**src/rtl/rx_gasket.sv**
```systemverilog
// Receive width gasket: packs decoded 8-bit symbols into 8/16/32-bit MAC words.
// Optional macro COMMA_ALIGN_EN re-aligns words on a K28.5 comma seen mid-word.
module rx_gasket (
  input  logic        Bit_Rate_CLK_10,
  input  logic        Reset,
  input  logic [5:0]  DataBusWidth,
  input  logic [7:0]  RxData,
  input  logic        RxDataK,
  input  logic        RxValid,
  output logic [31:0] MAC_RX_Data,
  output logic [3:0]  MAC_RX_DataK,
  output logic        MAC_RX_Valid,
  output logic        Partial_Drop
);

`ifdef COMMA_ALIGN_EN
  localparam logic [7:0] COM_SYMBOL = 8'hBC;
`endif

  typedef enum logic [0:0] {
    ST_IDLE    = 1'b0,
    ST_COLLECT = 1'b1
  } state_t;

  state_t      state_q, state_d;
  logic [1:0]  idx_q, idx_d;
  logic [1:0]  last_q, last_d;
  logic [31:0] stage_data_q, stage_data_d;
  logic [3:0]  stage_k_q, stage_k_d;
  logic [31:0] data_q, data_d;
  logic [3:0]  datak_q, datak_d;
  logic        valid_q, valid_d;
  logic        drop_q, drop_d;

  logic [1:0]  new_last_s;
  logic [31:0] lane_data_s;
  logic [3:0]  lane_k_s;
  logic        begin_word_s;
  logic        align_hit_s;

  // Index of the last byte lane for a given bus width; unknown widths act as 8.
  function automatic logic [1:0] width_to_last(input logic [5:0] width);
    logic [1:0] last;
    case (width)
      6'd16:   last = 2'd1;
      6'd32:   last = 2'd3;
      default: last = 2'd0;
    endcase
    return last;
  endfunction

  function automatic logic [31:0] data_mask(input logic [1:0] last);
    logic [31:0] mask;
    case (last)
      2'd0:    mask = 32'h0000_00FF;
      2'd1:    mask = 32'h0000_FFFF;
      default: mask = 32'hFFFF_FFFF;
    endcase
    return mask;
  endfunction

  function automatic logic [3:0] k_mask(input logic [1:0] last);
    logic [3:0] mask;
    case (last)
      2'd0:    mask = 4'b0001;
      2'd1:    mask = 4'b0011;
      default: mask = 4'b1111;
    endcase
    return mask;
  endfunction

  // Staging contents with the incoming symbol merged into the current lane.
  always_comb begin
    lane_data_s = stage_data_q;
    lane_k_s    = stage_k_q;
    new_last_s  = width_to_last(DataBusWidth);
    lane_data_s[{idx_q, 3'b000} +: 8] = RxData;
    lane_k_s[idx_q] = RxDataK;
  end

  // Comma detection for realignment; compiled out when alignment is disabled.
  always_comb begin
`ifdef COMMA_ALIGN_EN
    if (RxDataK && (RxData == COM_SYMBOL) && (idx_q != 2'd0)) begin
      align_hit_s = 1'b1;
    end else begin
      align_hit_s = 1'b0;
    end
`else
    align_hit_s = 1'b0;
`endif
  end

  // Next-state, staging and output computation.
  always_comb begin
    state_d      = state_q;
    idx_d        = idx_q;
    last_d       = last_q;
    stage_data_d = stage_data_q;
    stage_k_d    = stage_k_q;
    data_d       = data_q;
    datak_d      = datak_q;
    valid_d      = 1'b0;
    drop_d       = 1'b0;
    begin_word_s = 1'b0;

    case (state_q)
      ST_IDLE: begin
        if (RxValid) begin
          begin_word_s = 1'b1;
        end else begin
          idx_d = 2'd0;
        end
      end
      ST_COLLECT: begin
        if (!RxValid) begin
          drop_d       = 1'b1;
          idx_d        = 2'd0;
          stage_data_d = 32'h0000_0000;
          stage_k_d    = 4'b0000;
          state_d      = ST_IDLE;
        end else if (align_hit_s) begin
          drop_d       = 1'b1;
          begin_word_s = 1'b1;
        end else if (idx_q == last_q) begin
          data_d       = lane_data_s & data_mask(last_q);
          datak_d      = lane_k_s & k_mask(last_q);
          valid_d      = 1'b1;
          stage_data_d = lane_data_s;
          stage_k_d    = lane_k_s;
          idx_d        = 2'd0;
          state_d      = ST_IDLE;
        end else begin
          stage_data_d = lane_data_s;
          stage_k_d    = lane_k_s;
          idx_d        = idx_q + 2'd1;
        end
      end
      default: begin
        idx_d   = 2'd0;
        state_d = ST_IDLE;
      end
    endcase

    // A new word starts with lanes cleared so shorter words carry no stale bytes.
    if (begin_word_s) begin
      last_d       = new_last_s;
      stage_data_d = {24'h00_0000, RxData};
      stage_k_d    = {3'b000, RxDataK};
      if (new_last_s == 2'd0) begin
        data_d  = {24'h00_0000, RxData};
        datak_d = {3'b000, RxDataK};
        valid_d = 1'b1;
        idx_d   = 2'd0;
        state_d = ST_IDLE;
      end else begin
        idx_d   = 2'd1;
        state_d = ST_COLLECT;
      end
    end else begin
      last_d = last_d;
    end
  end

  // State, staging and registered outputs.
  always_ff @(posedge Bit_Rate_CLK_10 or posedge Reset) begin
    if (Reset) begin
      state_q      <= ST_IDLE;
      idx_q        <= 2'd0;
      last_q       <= 2'd0;
      stage_data_q <= 32'h0000_0000;
      stage_k_q    <= 4'b0000;
      data_q       <= 32'h0000_0000;
      datak_q      <= 4'b0000;
      valid_q      <= 1'b0;
      drop_q       <= 1'b0;
    end else begin
      state_q      <= state_d;
      idx_q        <= idx_d;
      last_q       <= last_d;
      stage_data_q <= stage_data_d;
      stage_k_q    <= stage_k_d;
      data_q       <= data_d;
      datak_q      <= datak_d;
      valid_q      <= valid_d;
      drop_q       <= drop_d;
    end
  end

  assign MAC_RX_Data  = data_q;
  assign MAC_RX_DataK = datak_q;
  assign MAC_RX_Valid = valid_q;
  assign Partial_Drop = drop_q;

endmodule

```
**config.mk**
```make
export PLATFORM = sky130hd
export DESIGN_NAME = rx_gasket
export DESIGN_NICKNAME = d
export VERILOG_FILES = /design/src/rtl/rx_gasket.sv
export SDC_FILE = /design/constraint.sdc
export NUM_CORES = 1
export LEC_CHECK = 0
export ABC_AREA = 1
export CORE_MARGIN = 1
export CORE_UTILIZATION = 45
export CTS_BUF_LIST = sky130_fd_sc_hd__clkbuf_4
export CTS_CLUSTER_DIAMETER = 120
export DETAILED_ROUTE_END_ITERATION = 7
export GPL_TIMING_DRIVEN = 0
export PLACE_DENSITY = 0.71
export SYNTH_ARGS = -nofsm -noshare
export SYNTH_HDL_FRONTEND = slang
export SYNTH_SLANG_ARGS = --single-unit
```
**constraint.sdc**
```tcl
create_clock -name Bit_Rate_CLK_10 -period 3.5 [get_ports Bit_Rate_CLK_10]
set_clock_uncertainty 0.05 [all_clocks]
set_input_delay 0.875 -clock Bit_Rate_CLK_10 [delete_from_list [all_inputs] [get_ports Bit_Rate_CLK_10]]
set_output_delay 0.875 -clock Bit_Rate_CLK_10 [all_outputs]
set_load 0.03 [all_outputs]
```
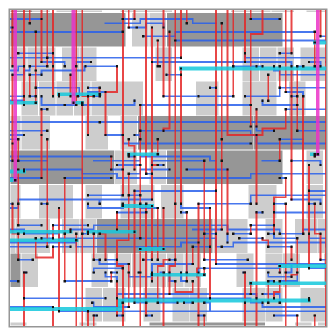
Fig. 1. Layout detail.
Window x 35 to 60, y 16 to 41 um. Cells in gray, sequential cells in the stronger gray; small squares are vias.
red -> M2
magenta -> M4
blue -> M1
cyan -> M3
netlist names of flops here include = stage_data_q (5)
most frequent = nand2_1 (23), inv_1 (8)
cells with their middle in the window = 64
sequential cells in the window = 7

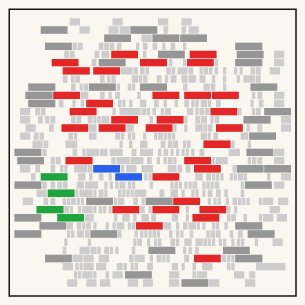
Fig. 2. Where the registers sit.
(3 px per um) Other sequential cells in the stronger gray, the rest of the logic in the fainter gray.
blue -> idx_q  # flops 2
green -> stage_k_q  # flops 4
red -> stage_data_q  # flops 32
not colored = 41

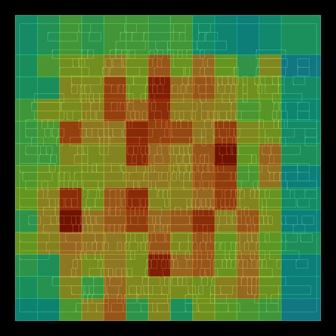
Fig. 3. Routing congestion map.
GR Util met1: 0.340
Finished Core Util: 0.567
GRT Overall Usage: 0.243
WL/cell: 15.1 um

==> notes.md <==
impl run done, here's what came out: outcome=finished clean, DR top layer=met4, detailed-route DRC error count=0, grt ovf=0, dpl ws=0.900 ns, hold endpoint=stage_k_q[2]$_DFFE_PP0P_, critical path endpoint=MAC_RX_Data[31], Synth area leader=dfrtp_1, clk slew on worst S/H paths=0.11 ns, crit-path cells=clkdlybuf4s50_1, TNS Setup=0 ns, Cell area leaders=dfrtp_1 (51%), nand2_1 (14%), nand3_1 (7.6%), reg-to-reg slack, setup=1.48 ns, actual slew at the worst max-slew pin=0.613 ns, logic share of the area=0.333, Log Warnings=33, die height=95.1 um, async set or reset register ratio after synthesis=1.00, Vias/cell=5.33, fin cells=655, Psw=439 uW, worst min-delay path class=register to register, synth warn=0, Critical Path Stages=1, Root Buffer=clkbuf_4, comb area leader=simple AND/OR/NAND/NOR gates, Yosys Chip Area=3900 um^2, FP Util=0.470, CP arrival=1.50 ns, Startpoint Class=register, logic gate share of total power=0.124, synthesis-to-finish area growth=20.7%, R2R depth=7, Top Usage Layer GRT=met2, clock buffer count=9, Critical Path End Type=primary output, Final period util=0.693, detailed-route wire length=9900 um, DR pass1 iterations=5, Clock buf/inv share=0.0205, slowest library cell on the worst path=clkdlybuf4s50_1, placed cells=640, n_diodes=0
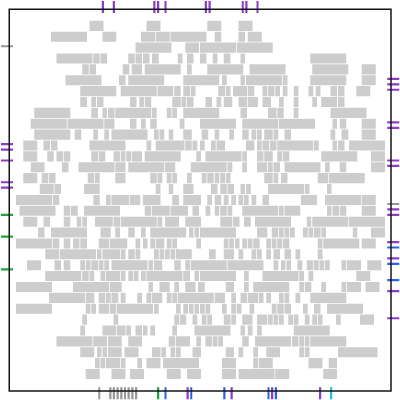
Fig. 4. Pin map.
(4 px per um) Pins as bars across the die edge, other pins in gray.
green -> MAC_RX_DataK  # pins 4, direction output, edge 3 west, 1 south
cyan -> Reset  # pins 1, direction input, edge south
purple -> MAC_RX_Data  # pins 32, direction output, edge 13 east, 10 north, 5 west, 4 south
blue -> RxData  # pins 8, direction input, edge 5 south, 3 east

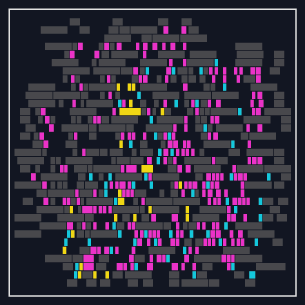
Fig. 5. Logic cells by family.
(3 px per um)
cyan -> inv cells  # cells 58, most used inv_1
yellow -> nor cells  # cells 23, most used nor2_1
magenta -> nand cells  # cells 215, most used nand2_1

kinds of logic (layout without fill, tap and decap cells):
logic type                 count (synthesis)  in the layout
DFF                                       79             79
AOI/OAI and AO/OA                         76             76
buffers and inverters                     78            149
and+or+nand+nor                          238            238
adders and majority gates                  8              8
cell usage in the layout (no fill, tap or decap), types with 8 or more instances in the layout:
cell / n
ha_1: 8
nand2_1: 145
nor2_1: 20
buf_2: 9
o21ai_0: 37
inv_1: 55
clkbuf_4: 9
o21ai_1: 10
dfrtp_1: 79
o22ai_1: 11
nand3_1: 59
clkdlybuf4s50_1: 55
power by group through the flow:
stage / Clock, uW / Sequential, uW / Combinational, uW
finish: 439 / 948 / 196
global route: 496 / 951 / 217
CTS: 455 / 948 / 198
detailed placement: 0 / 965 / 197
global placement: 0 / 964 / 190
floorplan: 0 / 989 / 92.2
Power and IR drop assume default switching activity.
